## config.mk

```make
export PLATFORM = sky130hd
export DESIGN_NAME = serial_paralelo
export DESIGN_NICKNAME = d
export VERILOG_FILES = /design/src/rtl/pcie_phy_pkg.sv /design/src/rtl/comma_detect.sv /design/src/rtl/serial_paralelo.sv
export SDC_FILE = /design/constraint.sdc
export NUM_CORES = 1
export LEC_CHECK = 0
export ABC_AREA = 1
export CAP_MARGIN = 20
export CORE_ASPECT_RATIO = 0.6
export CORE_MARGIN = 1.5
export CORE_UTILIZATION = 50
export DETAILED_ROUTE_END_ITERATION = 10
export GPL_TIMING_DRIVEN = 1
export PLACE_DENSITY_LB_ADDON = 0.15
export SETUP_SLACK_MARGIN = 0.5
export SYNTH_ARGS = -nofsm -noshare
export SYNTH_HDL_FRONTEND = slang
export SYNTH_SLANG_ARGS = --single-unit
```

## constraint.sdc

```tcl
create_clock -name clk_32f -period 4.1 [get_ports clk_32f]
set_clock_uncertainty 0.05 [all_clocks]
set_input_delay 0.41 -clock clk_32f [delete_from_list [all_inputs] [get_ports clk_32f]]
set_output_delay 0.41 -clock clk_32f [all_outputs]
set_load 0.02 [all_outputs]
```

## src/rtl/pcie_phy_pkg.sv

```systemverilog
`default_nettype none
// ============================================================================
// Package     : pcie_phy_pkg
// Description : Definitions shared by the PHY serial stages. Holds the
//               comma/idle symbol (also used by the TX serializer) and the
//               receive-alignment state encoding.
// Revision    : 1.0 - initial release
// ============================================================================
package pcie_phy_pkg;

    // Comma/idle symbol that marks byte alignment on the serial lane.
    localparam logic [7:0] c_com_byte = 8'hBC;

    // Receive alignment states.
    typedef enum logic [1:0] {
        HUNT   = 2'd0,
        ALIGN  = 2'd1,
        LOCKED = 2'd2
    } state_t;

endpackage : pcie_phy_pkg
`default_nettype wire

```

## src/rtl/comma_detect.sv

```systemverilog
`default_nettype none
// ============================================================================
// Module      : comma_detect
// Description : Serial shift register with a comma compare on the value the
//               register is about to take, so a match is reported on the same
//               edge that samples the last bit of the symbol.
// Ports       : clk_32f  in  1  bit clock
//               reset_L  in  1  asynchronous active-low reset
//               data_in  in  1  serial bit, MSB first
//               sr_next  out 8  shift register contents including data_in
//               com_hit  out 1  sr_next equals COM_BYTE
// Revision    : 1.0 - initial release
// ============================================================================
module comma_detect
    import pcie_phy_pkg::*;
#(
    parameter logic [7:0] COM_BYTE = c_com_byte
) (
    input  logic       clk_32f,
    input  logic       reset_L,
    input  logic       data_in,
    output logic [7:0] sr_next,
    output logic       com_hit
);

    // Only the seven most recent bits need storing: the oldest bit of the
    // byte window falls out on the very edge the new bit arrives.
    logic [6:0] r_sr;

    assign sr_next = {r_sr, data_in};
    assign com_hit = (sr_next == COM_BYTE);

    always_ff @(posedge clk_32f or negedge reset_L) begin
        if (!reset_L) begin
            r_sr <= 7'd0;
        end else begin
            r_sr <= sr_next[6:0];
        end
    end

endmodule : comma_detect
`default_nettype wire

```

## src/rtl/serial_paralelo.sv

```systemverilog
`default_nettype none
// ============================================================================
// Module      : serial_paralelo
// Description : Serial-to-parallel receive stage. Recovers MSB-first bytes
//               from a 1-bit lane, finds the byte boundary from COM symbols
//               and locks after COM_LOCK consecutive aligned COMs. When
//               locked, emits one byte per 8 bit-times; COM bytes are
//               reported as idle (valid_out=0).
// Ports       : clk_32f    in  1  bit clock, one bit per rising edge
//               reset_L    in  1  asynchronous active-low reset
//               data_in    in  1  serial bit, MSB first
//               data_out   out 8  recovered byte, held between strobes
//               valid_out  out 1  1 = data byte, 0 = COM/idle
//               byte_stb   out 1  one-cycle pulse on output update
//               active     out 1  1 while LOCKED
// Revision    : 1.0 - initial release
// ============================================================================
module serial_paralelo
    import pcie_phy_pkg::*;
#(
    parameter logic [7:0]  COM_BYTE = c_com_byte,
    parameter int unsigned COM_LOCK = 4
) (
    input  logic       clk_32f,
    input  logic       reset_L,
    input  logic       data_in,
    output logic [7:0] data_out,
    output logic       valid_out,
    output logic       byte_stb,
    output logic       active
);

    localparam int                  c_cnt_w       = $clog2(COM_LOCK + 1);
    localparam logic [c_cnt_w-1:0]  c_com_lock    = c_cnt_w'(COM_LOCK);
    localparam logic [c_cnt_w-1:0]  c_com_lock_m1 = c_cnt_w'(COM_LOCK - 1);
    localparam logic [c_cnt_w-1:0]  c_cnt_one     = c_cnt_w'(1);

    logic [7:0]         w_sr_next;
    logic               w_com_hit;
    logic               w_boundary;

    state_t             r_state;
    state_t             w_state_next;
    logic [2:0]         r_bit_cnt;
    logic [2:0]         w_bit_cnt_next;
    logic [c_cnt_w-1:0] r_com_cnt;
    logic [c_cnt_w-1:0] w_com_cnt_next;

    logic [7:0]         r_data_out;
    logic [7:0]         w_data_out_next;
    logic               r_valid_out;
    logic               w_valid_out_next;
    logic               r_byte_stb;
    logic               w_byte_stb_next;
    logic               r_active;

    comma_detect #(
        .COM_BYTE (COM_BYTE)
    ) u_comma_detect (
        .clk_32f (clk_32f),
        .reset_L (reset_L),
        .data_in (data_in),
        .sr_next (w_sr_next),
        .com_hit (w_com_hit)
    );

    // The edge on which the last bit of an aligned byte is sampled.
    assign w_boundary = (r_bit_cnt == 3'd7);

    always_comb begin
        w_state_next     = r_state;
        w_bit_cnt_next   = r_bit_cnt + 3'd1;
        w_com_cnt_next   = r_com_cnt;
        w_data_out_next  = r_data_out;
        w_valid_out_next = r_valid_out;
        w_byte_stb_next  = 1'b0;

        case (r_state)
            HUNT: begin
                // Any bit offset is a candidate; the hit edge becomes bit 7
                // of the byte grid, so the counter restarts at 0.
                if (w_com_hit) begin
                    w_state_next   = ALIGN;
                    w_bit_cnt_next = 3'd0;
                    w_com_cnt_next = c_cnt_one;
                end
            end

            ALIGN: begin
                // Only boundary edges matter; mid-byte matches are ignored.
                if (w_boundary) begin
                    if (w_com_hit) begin
                        if (r_com_cnt == c_com_lock_m1) begin
                            w_state_next   = LOCKED;
                            w_com_cnt_next = c_com_lock;
                        end else begin
                            w_com_cnt_next = r_com_cnt + c_cnt_one;
                        end
                    end else begin
                        w_state_next   = HUNT;
                        w_com_cnt_next = '0;
                    end
                end
            end

            LOCKED: begin
                if (w_boundary) begin
                    w_data_out_next  = w_sr_next;
                    w_valid_out_next = !w_com_hit;
                    w_byte_stb_next  = 1'b1;
                end
            end

            default: begin
                w_state_next   = HUNT;
                w_com_cnt_next = '0;
            end
        endcase
    end

    always_ff @(posedge clk_32f or negedge reset_L) begin
        if (!reset_L) begin
            r_state     <= HUNT;
            r_bit_cnt   <= 3'd0;
            r_com_cnt   <= '0;
            r_data_out  <= 8'h00;
            r_valid_out <= 1'b0;
            r_byte_stb  <= 1'b0;
            r_active    <= 1'b0;
        end else begin
            r_state     <= w_state_next;
            r_bit_cnt   <= w_bit_cnt_next;
            r_com_cnt   <= w_com_cnt_next;
            r_data_out  <= w_data_out_next;
            r_valid_out <= w_valid_out_next;
            r_byte_stb  <= w_byte_stb_next;
            r_active    <= (w_state_next == LOCKED);
        end
    end

    assign data_out  = r_data_out;
    assign valid_out = r_valid_out;
    assign byte_stb  = r_byte_stb;
    assign active    = r_active;

endmodule : serial_paralelo
`default_nettype wire
```

route_heat.png
Bar = 20 um. The die is cut into 13 by 8 equal tiles; dark blue is low, red is high, scaled to the fullest tile. Values are wire area over tile area, all layers added.
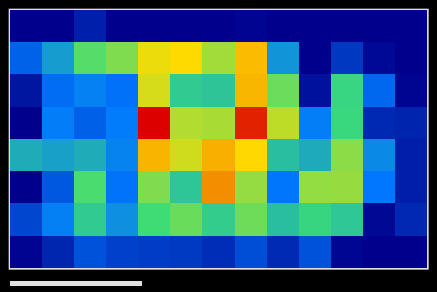
nearly empty tiles: 22%
tiles over half the peak: 27%
fullest tile: 0.37
emptiest ninth of the die: top right
mean over tiles: 0.11
densest ninth of the die: middle

ff_map.png
Bar = 20 um. Other sequential cells in the stronger grey, the rest of the logic in the fainter grey.
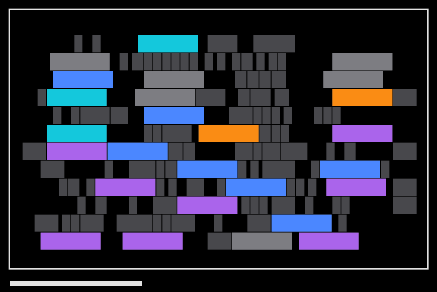
legend:
  data_out:
    colour: purple
    placed_flops: 8
  u_comma_detect.r_sr:
    colour: blue
    placed_flops: 7
  r_bit_cnt:
    colour: cyan
    placed_flops: 3
  r_state:
    colour: orange
    placed_flops: 2
not coloured: 6
seq pwr: 0.268 mW
flop share of the area: 0.5068

pinout.png
Bar = 20 um. Pins as bars across the die edge, other pins in grey.
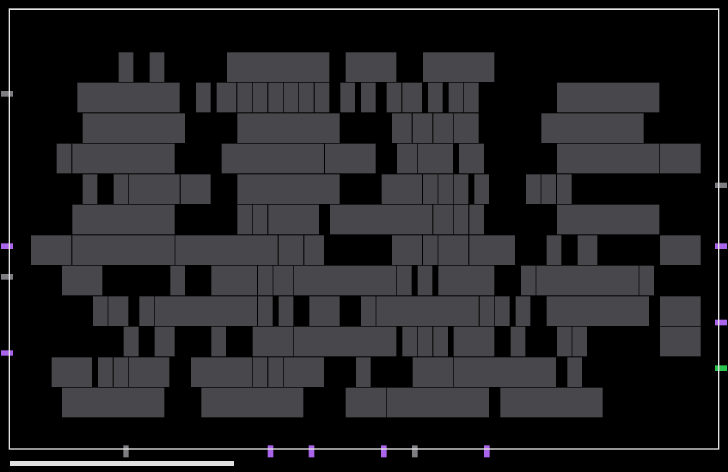
legend:
  data_out:
    colour: purple
    pins: 8
    direction: output
    edge: 4 bottom, 2 left, 2 right
  byte_stb:
    colour: green
    pins: 1
    direction: output
    edge: right
all pins by edge: 6 bottom, 4 right, 4 left
die height: 39.10 um
chip width: 63.17 um
IO buf count: 13

m1.png
Bar = 20 um.
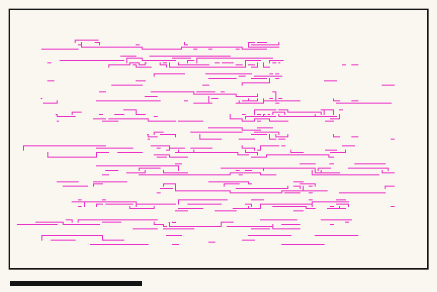
share of all routed wire: 49%
wire length on this layer: 872 um

==> results.json <==
{
  "critPathTopFamily": "buffers and inverters",
  "dp_hpwl_um": 1357,
  "grt_use_total": 0.1773,
  "reg2reg_setup_slack_ns": 2.62,
  "crit_chain": "clkdlybuf4s50_1",
  "relSlewSlack": 0.6476,
  "r2r_cells": 6,
  "setup_viol": 0,
  "pwr-share-seq": 0.635,
  "antenna_found_initial": 0,
  "slowest_delay_ns": 0.61,
  "timing.rr.end": "data_out[2]",
  "worstHoldPathType": "flop to flop",
  "synth-compound-area-share": 0.03111,
  "synth_warnings": 0,
  "clock_sinks": 26,
  "nFillCells": 162,
  "die_area_mm2": 0.002470,
  "fmax_mhz": 567.5,
  "path_class": "flop to output pin",
  "status": "finished, final reports clean",
  "htree_num_levels": 1,
  "cts_buffer_depth": 2,
  "synth_top_area_share": 0.5991,
  "cts-root-buf": "clkbuf_4",
  "place_area_mm2": 0.001232,
  "max_cap_violations": 0,
  "total_leakage_power_nw": 0.6321,
  "routedWlPerCell_um": 11.46,
  "synth_area_mm2": 0.001086,
  "coreArea_mm2": 0.001952,
  "syn_avg_cell_area_um2": 9.697,
  "postRouteAntennaNets": 0,
  "topCombFamilyByArea": "simple AND/OR/NAND/NOR gates",
  "yosysTopAreaCell": "dfrtp_1",
  "finalHoldViolations": 0,
  "most-common-layout-cells": "nand2_1, dfrtp_1, clkdlybuf4s50_1",
  "rsz0062_at_grt": "false",
  "fa_ha_area_frac": 0.04608,
  "synth_cell_types": 19,
  "stdcell_area_mm2": 0.001284,
  "xor_area_frac": 0,
  "holdPathStages": 0,
  "rows": 12,
  "end_kind": "output pin",
  "warnings": 26,
  "grt_pass1_wl_um": 3063,
  "synth_stat.cells": 112,
  "hp-start": "u_comma_detect.r_sr[3]",
  "tightestPinTransition_ns": 0.5270
}
-- Yosys cell counts (all sizes together) --
master and n:
nand3 8, nand3b 1, o21ai 4, inv 13, dfrtp 26, ha 4
nand2 44, nor3 1, nor2 7, a21oi 2, buf 2
-- per-layer routing --
layer	up-vias	global-route usage	wire length, um
met5	-	0	0
met2	13	0.3112	815
met3	5	0.05248	70
met1	335	0.2078	871
met4	0	0.08333	29
li1	376	-	-
-- power by group through the flow --
| stage | Sequential [mW] | Clock, mW | Combinational, mW |
|---|---|---|---|
| after floorplan | 0.278 | 0 | 0.00717 |
| after global placement | 0.273 | 0 | 0.0281 |
| after detailed placement | 0.273 | 0 | 0.0286 |
| after CTS | 0.269 | 0.130 | 0.0287 |
| after global routing | 0.270 | 0.140 | 0.0324 |
| final | 0.268 | 0.124 | 0.0296 |
-- flip-flops by register name (all words and copies together), names as in the netlist --
name	count
r_com_cnt	3
valid_out	1
byte_stb	1
r_state	2
data_out	8
r_bit_cnt	3
active	1
u_comma_detect.r_sr	7
-- per-stage QoR --
step / cells / setup slack (ns) / util
4_1_cts: 155 / 2.323 / 0.6500
5_1_grt: 156 / 2.276 / 0.6577
3_5_place_dp: 151 / 2.279 / 0.6314
6_report: 156 / 2.338 / 0.6577
2_1_floorplan: 112 / 2.803 / -
3_3_place_gp: 151 / 2.333 / 0.6314
-- worst max path at each step --
stage | startpoint | end | slack, ns | cells after the start
2_1_floorplan | r_bit_cnt[0] | r_com_cnt[0] | 2.80 | 6
3_3_place_gp | reset_L | r_state[1] | 2.33 | 1
3_5_place_dp | reset_L | active | 2.28 | 1
4_1_cts | data_out[0] | data_out[0] | 2.32 | 1
5_1_grt | data_out[2] | data_out[2] | 2.28 | 1
6_report | data_out[5] | data_out[5] | 2.34 | 1
-- final cells by class --
class,count,area (um2),area share
clock buffer,4,36.28,0.02827
inverter,13,48.80,0.03801
multi-input combinational,71,367.9,0.2866
sequential,26,650.6,0.5068
tap,28,35.03,0.02729
timing repair buffer,14,145.1,0.1131
-- logic make-up after synthesis --
| group | count (synthesis) |
|---|---|
| AND/OR/NAND/NOR | 61 |
| flip-flops | 26 |
| buffers and inverters | 15 |
| AND-OR/OR-AND | 6 |
| adder cells (fa/ha/maj) | 4 |
Power figures rest on the tool's default switching activity, not on a simulated workload.
